### Signal wires on met1, run 1

The bar under the picture is 20 um long. Cells faint in the background.
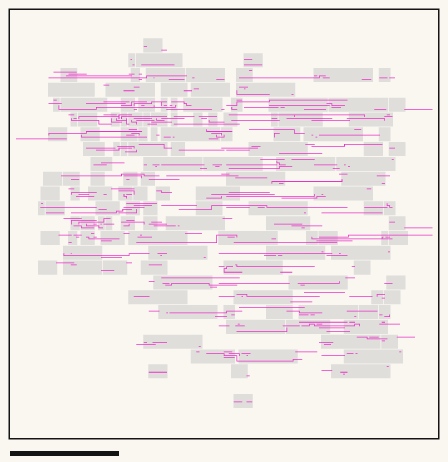
### Metal 2, run 1

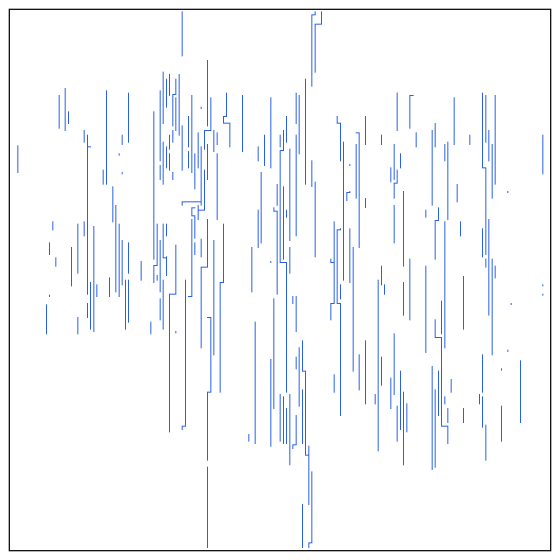
### Signal wires on met3, run 1

The bar under the picture is 20 um long.
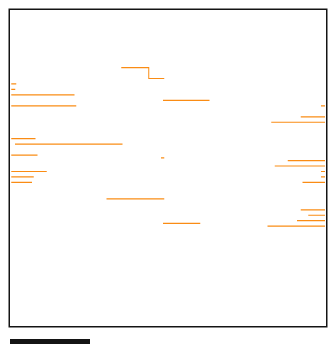
### Clock wiring as the flow saved it, run 1

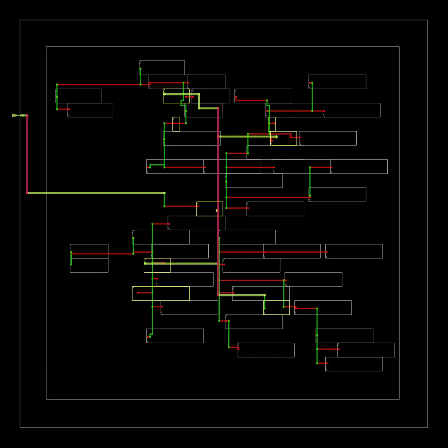
Design alu_result_fifo, sky130hd; sources not shown.
==> job_summary.md, run 1 <==
## PnR job results

| Metric | Value |
|---|---|
| Final setup TNS | `0 ns` |
| Pwr per Cell Area | `1140 nW/um^2` |
| DIE WIDTH | `78.6 um` |
| Critical path's slowest cell | `or3_2` |
| Comb pwr share | `42.4%` |
| WP buf/inv | `1` |
| Slew HR | `69.4%` |
| P_comb | `1060 uW` |
| Crit path launch type | `flop` |
| Drt wl/cell | `15.7 um` |
| Pwr top | `combinational logic` |
| Synthesized Nets | `124` |
| Dominant register cell | `edfxtp_1` |
| Hold buffer count at CTS | `0` |
| IO Port Bufs | `26` |
| Clock tree buffer depth | `2` |
| Yosys chip area | `1690 sq um` |
| Clk slew on worst S/H paths | `0.07 ns` |
| Hold Violations, Final | `0` |
| Crit-path max cell delay | `0.42 ns` |
| MaxCap Viol Count | `0` |
| Clock Power | `526 uW` |
| Top cell area share | `56.8%` |
| Leading cell type by number of instances after synthesis | `edfxtp_1` |
| Yosys cell count | `106` |
| Crit Path Class | `flop to flop` |
| Inserted Diodes | `0` |
| Initial DRC count | `63` |
| Period utilisation layout | `92.1%` |
| Crit-path cells | `or3b_4, nand2_4, ha_4, inv_1, fa_1, xor2_1, or3_2, a21oi_2` |
| Run status | `completed` |
| Top cells by area | `edfxtp_1 (57%), dfxtp_1 (11%), mux4_2 (11%)` |
| Mapped Area | `1690 sq um` |
| CP Max Fanout | `6` |
| # rows | `25` |
| Fraction of layout instances using a drive strength above 1 | `21.7%` |
| Post-Synthesis Mean Instance Area | `16.0 sq um` |
| Final nets | `160` |
| Die ar. | `6170 sq um` |
| Seq share, synth | `67.4%` |
| Worst slew pin tran | `0.458 ns` |
| Critical path depth | `8` |
| WP data arrival | `2.42 ns` |
| Synth cell types | `24` |
Back to the opening pictures, 'Signal wires on met1':
wire length on this layer: 1320 um
longest straight run: 24.8 um
main direction: horizontal
share of all routed wire: 43%
Global Route met1 Usage: 13.1%
routed wire length: 3090 um

Back to the opening pictures, 'Metal 2':
main direction: vertical
share of all routed wire: 49%
met2 Use GR: 17.3%
DR vias: 976

Back to the opening pictures, 'Signal wires on met3':
longest straight run: 26.4 um
nets with wire on the layer: 22
wire length on this layer: 215 um
share of all routed wire: 7.0%
M3 GR Usage: 4.36%

Back to the opening pictures, 'Clock wiring as the flow saved it':
Insertion Delay late pin: 0.29 ns
clock sinks: 41
TritonCTS buffer count: 5

[run 1: kinds of logic after synthesis]
group / Yosys count / synth area share, %
AOI/OAI and AO/OA: 10 / 3.62
DFF: 41 / 67.4
muxes: 8 / 10.6
adders and majority gates: 6 / 4.88
xor gates and xnor gates: 3 / 1.55
and+or+nand+nor: 25 / 8.50
buffers and inverters: 13 / 3.40
[run 1: per-stage QoR]
stage / instance area [sq um] / worst slack [ns] / hold slack, ns / cells / utilization [%]
4_1_cts: 2170 / 0.125 / 0.501 / 196 / 46.9
3_5_place_dp: 2080 / 0.0937 / 0.491 / 188 / 44.9
6_report: 2190 / 0.189 / 0.494 / 197 / 47.2
5_1_grt: 2190 / 0.118 / 0.526 / 197 / 47.2
3_3_place_gp: 2080 / 0.195 / 0.470 / 188 / 44.9
2_1_floorplan: 1720 / 0.102 / 0.339 / 106 / -
[run 1: layout make-up]
class                      count  area, sq um
fill                         430         2440
sequential                    41         1150
multi-input combinational     52          520
timing repair buffer          34          310
clock buffer                   6         72.6
tap                           54         67.6
clock inverter                 2         33.8
inverter                       8         30.0
[run 1: metal layers]
| layer | routed length [um] | vias to the layer above | GRT usage, % |
|---|---|---|---|
| met1 | 1320 | 483 | 13.1 |
| met3 | 214 | 7 | 4.36 |
| met4 | 51 | 0 | 4.20 |
| met2 | 1500 | 26 | 17.3 |
| met5 | 0 | - | 0 |
| li1 | - | 460 | - |
[run 1: worst min-delay path, delay by kind of cell, from the launching register on]
kind | cells | cell delay [ns]
AND-OR/OR-AND | 2 | 0.13
flip-flops | 1 | 0.31
[run 1: repair_timing]
item                                    CTS  global route
endpoints found under the setup margin    8             1
setup buffers                             0             1
gates resized                             8             2
gates cloned                              0             0
## Run 2: what changed since run 1
- CTS_BUF_LIST: unset -> sky130_fd_sc_hd__clkbuf_8
### Metal 2, run 2

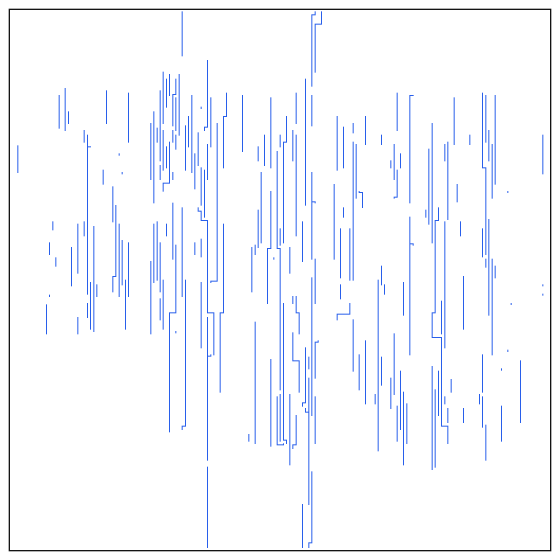
routed wire length: 3110 um
DR vias: 971

### Signal wires on met3, run 2

The bar under the picture is 20 um long.
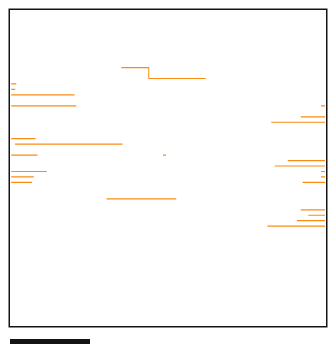
longest straight run: 26.4 um
share of all routed wire: 6.7%
wire length on this layer: 208 um
nets with wire on the layer: 22
main direction: horizontal

==> job_summary.md, run 2 <==
## PnR job results

| Metric | Value |
|---|---|
| Initial DRC count | `58 (was 63)` |
| Init Core Util | `36.6% (unchanged)` |
| Final setup TNS | `0 ns (unchanged)` |
| Synth cell types | `24 (unchanged)` |
| IO Port Bufs | `26 (unchanged)` |
| Final nets | `160 (unchanged)` |
| Hold path cells | `2 (unchanged)` |
| Pwr per Cell Area | `1140 nW/um^2 (about the same)` |
| Mapped Area | `1690 sq um (unchanged)` |
| Period utilisation layout | `92.2% (was 92.1%)` |
| Insertion Delay late pin | `0.29 ns (about the same)` |
| Hold Violations, Final | `0 (unchanged)` |
| Run status | `completed (unchanged)` |
| Clock sinks | `41 (unchanged)` |
| Slew HR | `68.5% (was 69.4%)` |
| Hold buffer count at CTS | `0 (unchanged)` |
| Grt ovf | `0 (unchanged)` |
| Clk slew on worst S/H paths | `0.07 ns (about the same)` |
| Crit Path Class | `flop to flop (unchanged)` |
| Top cells by area | `edfxtp_1 (57%), dfxtp_1 (11%), mux4_2 (11%) (unchanged)` |
| Crit path launch type | `flop (unchanged)` |
| MaxCap Viol Count | `0 (unchanged)` |
| Comb pwr share | `42.6% (was 42.4%)` |
| Post-Synthesis Mean Instance Area | `16.0 sq um (unchanged)` |
| Leading cell type by number of instances after synthesis | `edfxtp_1 (unchanged)` |
| Worst slew pin tran | `0.471 ns (was 0.458 ns)` |
| WP buf/inv | `1 (unchanged)` |
| Inserted Diodes | `0 (unchanged)` |
| Fin util | `47.2% (unchanged)` |
| DIE WIDTH | `78.6 um (unchanged)` |
| Yosys chip area | `1690 sq um (unchanged)` |
| Dpl cell area | `2080 sq um (unchanged)` |
| Critical path's slowest cell | `or3_2 (unchanged)` |
| Clock tree buffer depth | `2 (unchanged)` |
| Part of the power in registers | `36.5% (was 36.4%)` |
| # rows | `25 (unchanged)` |
| Ys Warns | `0 (unchanged)` |
| Most frequent logic cell in the layout | `edfxtp_1 (unchanged)` |
| Dominant register cell | `edfxtp_1 (unchanged)` |
| Crit-path max cell delay | `0.42 ns (about the same)` |
| Critical path depth | `8 (unchanged)` |
| Finished Cell Area | `2190 sq um (unchanged)` |
| Fraction of layout instances using a drive strength above 1 | `21.7% (unchanged)` |
| Seq share, synth | `67.4% (unchanged)` |
| Yosys cell count | `106 (unchanged)` |
| Post-synth top cells | `edfxtp_1 (32), dfxtp_1 (9), inv_1 (8), mux4_2 (8), nor2b_1 (8) (unchanged)` |
| TritonCTS buffer count | `5 (unchanged)` |
| Top cell area share | `56.8% (unchanged)` |
==> run 2: cell counts after synthesis <==
No cell type changed its count.
==> run 2: cell families after synthesis <==
kind of cell / after synthesis / share of synthesized area (%)
flip-flops: 41 / 67.4
AND/OR/NAND/NOR: 25 / 8.50
buffers and inverters: 13 / 3.40
AND-OR/OR-AND: 10 / 3.62
multiplexers: 8 / 10.6
adder cells (fa/ha/maj): 6 / 4.88
XOR/XNOR: 3 / 1.55
==> run 2: cell type report <==
type,count,area [sq um],area share [%]
Sequential cell,41,1150,52.7
Multi-Input combinational cell,52,520,23.8
Tap cell,54,67.6,3.09
Timing Repair Buffer,34,310,14.2
Clock inverter,3,37.5,1.72
Clock buffer,5,68.8,3.15
Inverter,8,30.0,1.37
==> run 2: through the flow <==
stage	setup slack, ns	cells
after global routing	0.118	197
after CTS	0.125	196
after global placement	0.195	188
after detailed placement	0.0937	188
final	0.187	197
after floorplan	0.102	106
==> run 2: per-layer routing <==
metal  GRT usage (%)  routed length, um
met3            4.36                208
met2            17.3               1510
met1            13.1               1350
met5               0                  0
met4            4.20                 44
==> run 2: power groups by stage <==
stage / clock, uW / combinational (uW) / sequential [uW]
2_1_floorplan: 0 / 672 / 944
4_1_cts: 536 / 1070 / 909
3_5_place_dp: 0 / 1120 / 924
5_1_grt: 564 / 1140 / 918
6_report: 519 / 1060 / 908
3_3_place_gp: 0 / 1100 / 917
==> run 2: what timing repair did <==
item,in CTS,in global routing
setup buffers,0,1
endpoints found under the hold margin,0,0
gates resized,8,2
endpoints found under the setup margin,8,1
==> run 2: tightest hold or removal path, cell delays in order, from the launching register on <==
cell and delay [ns]:
dfxtp_1 0.31, o21ai_0 0.06, a21oi_1 0.07
Power figures rest on the tool's default switching activity, not on a simulated workload.
